==> config.mk <==
export PLATFORM = sky130hd
export DESIGN_NAME = bitmask_serializer_7b_flat
export DESIGN_NICKNAME = d
export VERILOG_FILES = /design/src/rtl/bitmask_serializer_7b_if.sv /design/src/rtl/bitmask_serializer_7b.sv /design/src/flat_wrapper.sv
export SDC_FILE = /design/constraint.sdc
export NUM_CORES = 1
export LEC_CHECK = 0
export ABC_AREA = 0
export ABC_CLOCK_PERIOD_IN_PS = 3000
export CAP_MARGIN = 20
export CORE_MARGIN = 2
export CORE_UTILIZATION = 50
export DETAILED_ROUTE_END_ITERATION = 6
export GPL_ROUTABILITY_DRIVEN = 0
export PLACE_DENSITY_LB_ADDON = 0.3
export SYNTH_ARGS = -nofsm -noshare
export SYNTH_HDL_FRONTEND = slang
export SYNTH_SLANG_ARGS = --single-unit
==> constraint.sdc <==
create_clock -name clk -period 3 [get_ports clk]
set_clock_uncertainty 0.2 [all_clocks]
set_input_delay 0.3 -clock clk [delete_from_list [all_inputs] [get_ports clk]]
set_output_delay 0.3 -clock clk [all_outputs]
set_load 0.005 [all_outputs]
==> src/rtl/bitmask_serializer_7b_if.sv <==
// Handshake bundle for the bit-mask serializer.
// Mask input channel plus index output channel.
interface bitmask_serializer_7b_if;
    logic       in_val;
    logic       in_rdy;
    logic [6:0] in_mask;
    logic       in_sign;
    logic       out_val;
    logic       out_rdy;
    logic [2:0] out_idx;
    logic       out_sign;
    logic       out_last;
    logic       out_zero;
    logic [2:0] out_beat;

    modport master (
        output in_val, in_mask, in_sign, out_rdy,
        input  in_rdy, out_val, out_idx, out_sign,
        input  out_last, out_zero, out_beat
    );

    modport slave (
        input  in_val, in_mask, in_sign, out_rdy,
        output in_rdy, out_val, out_idx, out_sign,
        output out_last, out_zero, out_beat
    );
endinterface

==> src/rtl/bitmask_serializer_7b.sv <==
// Serializes a 7-bit essential-bit mask into
// bit-position indices, highest set bit first.
module bitmask_serializer_7b #(
    parameter bit SKIP_ZERO = 1'b0
) (
    input  logic clk,
    input  logic reset,
    bitmask_serializer_7b_if.slave bus
);

    typedef enum logic {
        IDLE = 1'b0,
        SCAN = 1'b1
    } state_t;

    state_t     state_r, state_n;
    logic [6:0] mask_r, mask_n;
    logic       sign_r, sign_n;
    logic       zero_r, zero_n;
    logic [2:0] beat_r, beat_n;

    logic [2:0] hi_idx;
    logic       onehot;
    logic       last;
    logic       scan;
    logic       fire;
    logic       rdy;
    logic       load;

    // Highest-set-bit priority encoder over the held mask
    always_comb begin
        hi_idx = 3'd0;
        priority case (1'b1)
            mask_r[6]: hi_idx = 3'd6;
            mask_r[5]: hi_idx = 3'd5;
            mask_r[4]: hi_idx = 3'd4;
            mask_r[3]: hi_idx = 3'd3;
            mask_r[2]: hi_idx = 3'd2;
            mask_r[1]: hi_idx = 3'd1;
            mask_r[0]: hi_idx = 3'd0;
            default:   hi_idx = 3'd0;
        endcase
    end

    assign onehot = (mask_r != 7'd0) &&
                    ((mask_r & (mask_r - 7'd1)) == 7'd0);
    assign last   = zero_r | onehot;
    assign scan   = (state_r == SCAN) & ~reset;
    assign fire   = scan & bus.out_rdy;
    assign rdy    = ~reset &
                    ((state_r == IDLE) | (fire & last));
    assign load   = bus.in_val & rdy;

    assign bus.in_rdy   = rdy;
    assign bus.out_val  = scan;
    assign bus.out_idx  = (scan & ~zero_r) ? hi_idx : 3'd0;
    assign bus.out_sign = scan & sign_r;
    assign bus.out_last = scan & last;
    assign bus.out_zero = scan & zero_r;
    assign bus.out_beat = scan ? beat_r : 3'd0;

    // Next-state: load new mask, step to next bit, or retire
    always_comb begin
        state_n = state_r;
        mask_n  = mask_r;
        sign_n  = sign_r;
        zero_n  = zero_r;
        beat_n  = beat_r;
        if (fire && !last) begin
            mask_n = mask_r & ~(7'd1 << hi_idx);
            beat_n = beat_r + 3'd1;
        end else if (load) begin
            mask_n = bus.in_mask;
            sign_n = bus.in_sign;
            beat_n = 3'd0;
            zero_n = 1'b0;
            if (bus.in_mask != 7'd0) begin
                state_n = SCAN;
            end else if (!SKIP_ZERO) begin
                state_n = SCAN;
                zero_n  = 1'b1;
            end else begin
                state_n = IDLE;
            end
        end else if (fire) begin
            state_n = IDLE;
            mask_n  = 7'd0;
            zero_n  = 1'b0;
        end
    end

    // State and datapath registers
    always_ff @(posedge clk) begin
        if (reset) begin
            state_r <= IDLE;
            mask_r  <= 7'd0;
            sign_r  <= 1'b0;
            zero_r  <= 1'b0;
            beat_r  <= 3'd0;
        end else begin
            state_r <= state_n;
            mask_r  <= mask_n;
            sign_r  <= sign_n;
            zero_r  <= zero_n;
            beat_r  <= beat_n;
        end
    end

endmodule

==> src/flat_wrapper.sv <==
// flat-port wrapper written by rule: the top's interface ports become plain ports
module bitmask_serializer_7b_flat 
#(
    parameter bit SKIP_ZERO = 1'b0
)
  (clk, reset, bus_in_val, bus_in_mask, bus_in_sign, bus_out_rdy, bus_in_rdy, bus_out_val, bus_out_idx, bus_out_sign, bus_out_last, bus_out_zero, bus_out_beat);
  bitmask_serializer_7b_if bus_i ();
  input  logic clk;
  input  logic reset;
  input wire logic [$bits(bus_i.in_val)-1:0] bus_in_val;
  input wire logic [$bits(bus_i.in_mask)-1:0] bus_in_mask;
  input wire logic [$bits(bus_i.in_sign)-1:0] bus_in_sign;
  input wire logic [$bits(bus_i.out_rdy)-1:0] bus_out_rdy;
  output wire logic [$bits(bus_i.in_rdy)-1:0] bus_in_rdy;
  output wire logic [$bits(bus_i.out_val)-1:0] bus_out_val;
  output wire logic [$bits(bus_i.out_idx)-1:0] bus_out_idx;
  output wire logic [$bits(bus_i.out_sign)-1:0] bus_out_sign;
  output wire logic [$bits(bus_i.out_last)-1:0] bus_out_last;
  output wire logic [$bits(bus_i.out_zero)-1:0] bus_out_zero;
  output wire logic [$bits(bus_i.out_beat)-1:0] bus_out_beat;
  assign bus_i.in_val = bus_in_val;
  assign bus_i.in_mask = bus_in_mask;
  assign bus_i.in_sign = bus_in_sign;
  assign bus_i.out_rdy = bus_out_rdy;
  assign bus_in_rdy = bus_i.in_rdy;
  assign bus_out_val = bus_i.out_val;
  assign bus_out_idx = bus_i.out_idx;
  assign bus_out_sign = bus_i.out_sign;
  assign bus_out_last = bus_i.out_last;
  assign bus_out_zero = bus_i.out_zero;
  assign bus_out_beat = bus_i.out_beat;
  bitmask_serializer_7b #(.SKIP_ZERO(SKIP_ZERO)) u_core (.clk(clk), .reset(reset), .bus(bus_i));
endmodule
Figure 1. Placement view (run 1).
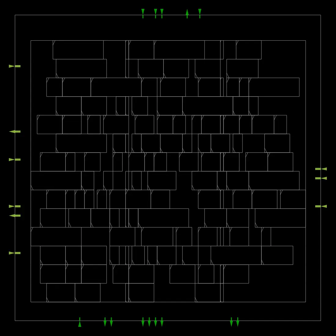
area of the core: 1520 um2
Seq area share: 24.4%
# Taps: 16

Figure 2. Pin placement (run 1).
Drawn at 12 px/um. Pins as bars across the die edge, other pins in grey.
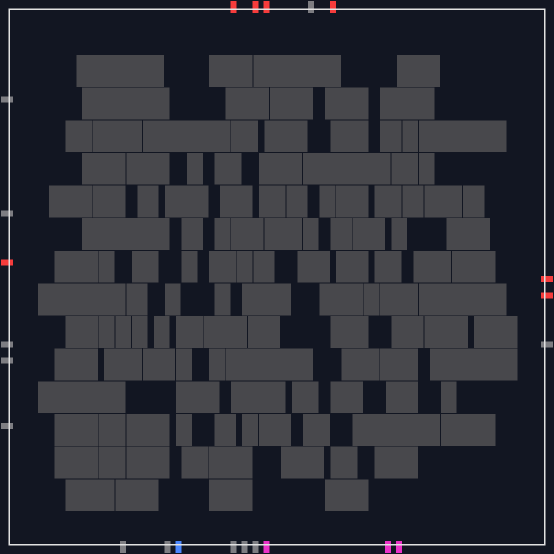
blue -> bus_out_sign  # pins 1, direction output, edge bottom
red -> bus_in_mask  # pins 7, direction input, edge 4 top, 2 right, 1 left
magenta -> bus_out_beat  # pins 3, direction output, edge bottom
all pins by edge = 9 bottom, 6 left, 5 top, 3 right

Figure 3. Wires at chosen ports, followed through buffers (run 1).
Drawn at 6 px/um.
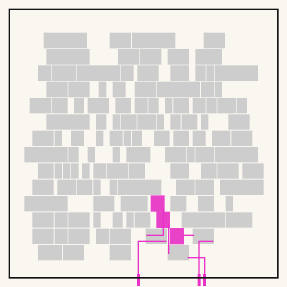
magenta -> bus_out_beat  # bits 3, direction output, end cells 3, buffers 3, wire 37.6 um

run 1: routing by layer:
layer  share of wire [%]  routed length, um  GRT usage [%]
met5                   0                  0              0
met4                 2.0                 42           10.9
met3                 9.0                191           7.35
met2                  46                984           37.7
met1                  43                901           29.2
run 1: what timing repair did:
| item | 4_1_cts | 5_1_grt |
|---|---|---|
| gates resized | 0 | 1 |
| hold buffers | 0 | 0 |
| endpoints found under the setup margin | 0 | 1 |
run 1: stage by stage:
| step | setup WS [ns] | hold slack, ns |
|---|---|---|
| finish | 0.222 | 0.308 |
| global route | 0.0900 | 0.335 |
| CTS | 0.144 | 0.315 |
| detailed placement | 0.481 | 0.304 |
| global placement | 0.563 | 0.295 |
| floorplan | 1.14 | 0.173 |
run 1: registers in the layout, indices dropped and copies added, names as in the netlist:
signal,count
u_core.sign_r,1
u_core.mask_r,7
u_core.zero_r,1
u_core.state_r,1
u_core.beat_r,3
run 1: critical path: stages, from the launching register on:
cell,delay [ns]
dfxtp_1,0.38
maj3_1,0.37
o21ai_0,0.25
o21a_2,0.31
nor2_1,0.07
nor2_1,0.11
clkdlybuf4s50_1,0.51
run 1: power groups by stage:
stage               Clock, mW  Sequential [mW]  Combinational, mW
global route            0.123            0.199              0.133
floorplan                   0            0.195             0.0822
finish                  0.112            0.197              0.121
global placement            0            0.200              0.114
CTS                     0.115            0.196              0.119
detailed placement          0            0.201              0.118
run 1: cell families after synthesis:
family	Yosys count
buffers and inverters	11
XOR/XNOR	1
AND-OR/OR-AND	29
multiplexers	3
flip-flops	13
adder cells (fa/ha/maj)	2
AND/OR/NAND/NOR	38
==> Slide: Implementation Results, run 1 <==
Implementation Results

Run status
  • Outcome: finished, final reports clean

Drt
  • Drt pass-1 iters: 4
  • Drt drc: 0
  • Routed Antenna Nets: 0
  • Vias per cell: 6.13
  • DR vias: 834
  • Avg WL per Cell: 15.6 um
  • DRT iter0 DRCs: 48
  • Final WL: 2.12 mm

Yosys
  • Unique cell types: 38
  • FF+latch count, synth: 13
  • Syn Area/Cell: between 8 and 9 um2
  • Top FF cell, synth: dfxtp_1
  • Most frequent cells after synthesis: 13 x dfxtp_1, 10 x nor2_1, 6 x and2_1, 6 x inv_1, 5 x nand2_1
  • Area reported by Yosys stat: 821 um2
  • Most common cell in the synthesized netlist: dfxtp_1
  • Biggest area cells: dfxtp_1 32%, and2_1 4.6%, nor2_1 4.6%, a32o_1 3.7%, o211a_1 3.7%
  • Post-Synth Simple-Gate Area: around 25%
  • Synth area leader: dfxtp_1
  • Post-synth EDFFs: 0
  • Asr flop ratio synth: 0%
  • Cell area after synthesis: between 800 and 900 um2
  • Adder Area Share: 2.74%
  • Net Count, Synth: 110
  • Ao+oa area frac: 28.0%

Power
  • Sw Ratio: a little under a third
  • Clock power frac: a little over a quarter
  • PwrDens: 402 nW/um2
  • Psw: between 0.1 and 0.15 mW
  • Design internal power: 0.294 mW
  • Worst VDD drop: approximately 320 uV
  • Gate power share: between 20% and 30%
  • Leakage power: between 0.4 and 0.5 nW

Die
  • Die Y: 44.5 um
  • Chip area: 1980 um2
  • Initial core utilization: 53.9%
  • Die X: roughly 45 um

Final layout
  • Count of non-CTS inverters in the layout: 6
  • Clock-cell share: 2.46%
  • Filler instances: 131
  • Most numerous logic cell after layout: clkdlybuf4s50_1
  • Dominant class by area: multi-input combinational cells
  • Logic area: 504 um2
  • Layout non-clock buf frac: 22.0%
  • Layout cells sized above 1: 10.0%
  • P&R area growth vs syn: 30.2%
  • Non-clock buffers: 24
  • Logic share of the area: 47.2%
  • Top Layout Cells: 22 x clkdlybuf4s50_1, 13 x dfxtp_1, 10 x nor2_1, 6 x inv_1, 6 x and2_1
  • Fin area: 1070 um2

Setup path
  • Crit path kind: flip-flop to primary output
  • Crit path required time: 2.50 ns
  • Worst path arrival time: 2.28 ns
  • R2r setup slk: a little under 0.9 ns
  • Capture point of the critical path: bus_out_last
  • FF-to-FF End: u_core.beat_r[0]$_SDFFE_PP0P_
  • CP Max Fanout: 11

Job
  • MaxCap Viol Count: 0

CTS
  • Late-Pin Clk Latency: between 0.2 and 0.3 ns
  • Htree depth: 1
  • Root buf cell: clkbuf_4
  • Clock sinks: 13
  • Worst-path clk slew: 0.08 ns
  • Clock Tree Buf Depth: 2

Timing
  • Post-route minimum period: roughly 2.8 ns
  • Final TNS setup: 0 ns
  • Fin. max-slew vios: 0
  • Least-Margin Pin Slew: 0.376 ns
  • Final setup viols: 0
  • Rel. slew slack: 75.0%
  • Fmax achieved: 0.360 GHz

Placed design
  • HPWL after DPL: 1.66 mm
  • Placed Cells: between 100 and 150
  • PortBufs: 22

Min path
  • WHS Endpoint: u_core.beat_r[2]$_SDFFE_PP0P_
  • Hold WC Path Type: flip-flop to flip-flop

Global route
  • Vias in the first global route: roughly 770
  • Overflow after GRT: 0
Figure 4. Metal layers overlaid (run 1).
Drawn at 6 px/um. Two of the layers only.
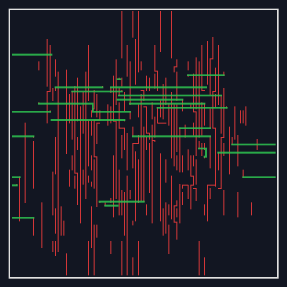

==> run 2, diff against run 1 <==
Settings changed: CTS_CLUSTER_DIAMETER from default to 200, RECOVER_POWER from default to 25.
Figure 5. Metal layers overlaid (run 2).
Drawn at 6 px/um. Two of the layers only.
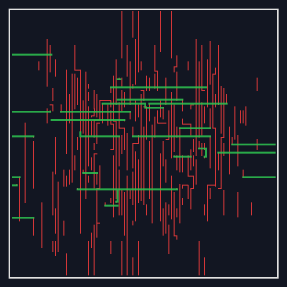
red -> metal 2  # wire length 972 um
green -> metal 3  # wire length 171 um

Figure 6. Pin placement (run 2).
Drawn at 12 px/um. Pins as bars across the die edge, other pins in grey.
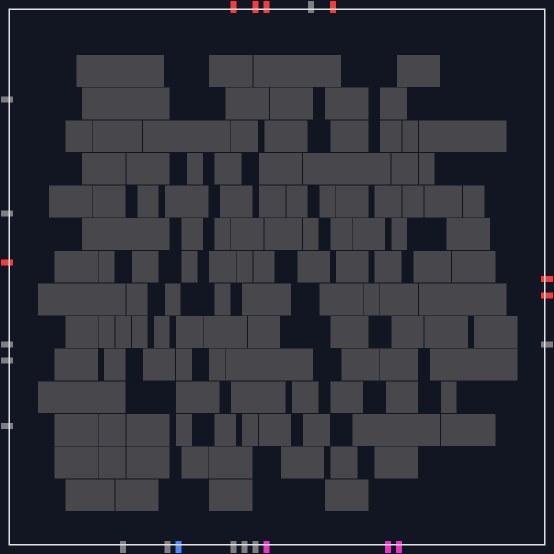
red -> bus_in_mask  # pins 7, direction input, edge 4 top, 2 right, 1 left
magenta -> bus_out_beat  # pins 3, direction output, edge bottom
blue -> bus_out_sign  # pins 1, direction output, edge bottom
all pins by edge = 9 bottom, 6 left, 5 top, 3 right

==> run 2 against run 1 <==
Compared with the run above:
- sequential share of layout area grew 0.23 points
- sequential power is essentially flat
- register-to-register slack lost 0.21 ns
==> Slide: Implementation Results, run 2 <==
Implementation Results

Final layout
  • Most flop-heavy register: u_core.mask_r (unchanged)
  • Max reg flops: 7 (unchanged)
  • Largest regs: u_core.mask_r x7, u_core.beat_r x3 (unchanged)
  • P&R area growth vs syn: 29.0% (was 30.2%)
  • Layout cells sized above 1: 8.33% (was 10.0%)

CTS
  • Late-Pin Clk Latency: 0.28 ns (about the same)
  • Clock sinks: 13 (unchanged)
  • Clock Tree Buf Depth: 2 (unchanged)
  • Worst-path clk slew: 0.08 ns (about the same)

Power
  • PwrDens: 403 nW/um2 (was 402 nW/um2)
  • Pwr top: registers (unchanged)
  • Seq pwr: 0.196 mW (was 0.197 mW)
  • Psw: 0.134 mW (was 0.136 mW)
  • Gate power share: 28.0% (was 28.2%)
  • Clock power frac: 25.9% (was 26.0%)
  • Sw Ratio: 31.4% (was 31.7%)
  • Design internal power: 0.292 mW (was 0.294 mW)
  • Leakage power: 0.432 nW (was 0.434 nW)
  • P_comb: 0.119 mW (was 0.121 mW)

Setup path
  • Worst path arrival time: 2.26 ns (was 2.28 ns)
  • Crit path required time: 2.50 ns (about the same)
  • Crit path kind: flip-flop to primary output (unchanged)
  • Family with the most delay on the worst path: AND-OR/OR-AND gates (unchanged)
  • Crit-path max cell delay: 0.51 ns (about the same)

Die
  • Chip area: 1980 um2 (unchanged)
  • Die Y: 44.5 um (unchanged)
  • Die X: 44.5 um (unchanged)
  • Area of the core: 1520 um2 (unchanged)
  • Initial core utilization: 53.9% (unchanged)

Yosys
  • Synth area leader: dfxtp_1 (unchanged)
  • Most frequent cells after synthesis: 13 x dfxtp_1, 10 x nor2_1, 6 x and2_1, 6 x inv_1, 5 x nand2_1 (unchanged)
  • Net Count, Synth: 110 (unchanged)
  • Adder Area Share: 2.74% (unchanged)
  • FF+latch count, synth: 13 (unchanged)
  • Asr flop ratio synth: 0% (unchanged)
  • Post-Synth Simple-Gate Area: 25.5% (unchanged)
  • Unique cell types: 38 (unchanged)
  • Area reported by Yosys stat: 821 um2 (unchanged)
  • Post-synth EDFFs: 0 (unchanged)

Drt
  • DR vias: 838 (was 834)
  • Avg WL per Cell: 15.5 um (was 15.6 um)
  • Final WL: 2.11 mm (was 2.12 mm)

Job
  • MaxCap Viol Count: 0 (unchanged)

Timing
  • Fin. max-slew vios: 0 (unchanged)
  • Least-Margin Pin Slew: 0.515 ns (was 0.376 ns)
  • Final setup viols: 0 (unchanged)

Placed design
  • Placed Cells: 132 (unchanged)

Global route
  • Vias in the first global route: 765 (unchanged)
  • Overflow after GRT: 0 (unchanged)

Run status
  • Outcome: finished, final reports clean (unchanged)
==> run 2: cell counts after synthesis <==
Identical to the previous run, type by type.
==> run 2: layer usage <==
metal,global-route usage (%),up-vias,share of wire [%]
met2,37.7,35,46
li1,-,405,-
met1,29.2,391,44
met5,0,-,0
met4,10.9,0,2.0
met3,7.35,7,8.1
==> run 2: area by class of cell <==
type                    instances  area [um2]
multi-input cells              73         494
fillers                       132         465
flip-flops and latches         13         260
repair buffers                 24         235
clock buffers                   4        26.3
inverters                       6        22.5
well taps                      16        20.0
==> run 2: logic make-up after synthesis <==
kind of cell    Yosys count
mux                       3
compound gates           29
buf+inv                  11
xor+xnor                  1
flops                    13
fa+ha+maj                 2
simple gates             38
==> run 2: path summary, 6_finish.rpt <==
path,slack [ns],from,end,cells after the start
max,0.24,u_core.mask_r[3]$_SDFFE_PP0P_,bus_out_last,6
min reg2reg,0.31,u_core.beat_r[2]$_SDFFE_PP0P_,u_core.beat_r[2]$_SDFFE_PP0P_,2
max reg2reg,0.66,u_core.mask_r[0]$_SDFFE_PP0P_,u_core.sign_r$_SDFFE_PP0P_,5
min,0.31,u_core.beat_r[2]$_SDFFE_PP0P_,u_core.beat_r[2]$_SDFFE_PP0P_,2
==> run 2: metrics by stage <==
stage / cell area, um2 / setup WS [ns]
finish: 1060 / 0.239
global route: 1060 / 0.100
CTS: 1070 / 0.144
detailed placement: 1040 / 0.481
global placement: 1040 / 0.563
floorplan: 821 / 1.14
==> run 2: what timing repair did <==
| action | in CTS | in global routing |
|---|---|---|
| gates resized | 0 | 1 |
| setup buffers | 0 | 0 |
| endpoints found under the setup margin | 0 | 1 |
Power is estimated from default activity; no workload was simulated.
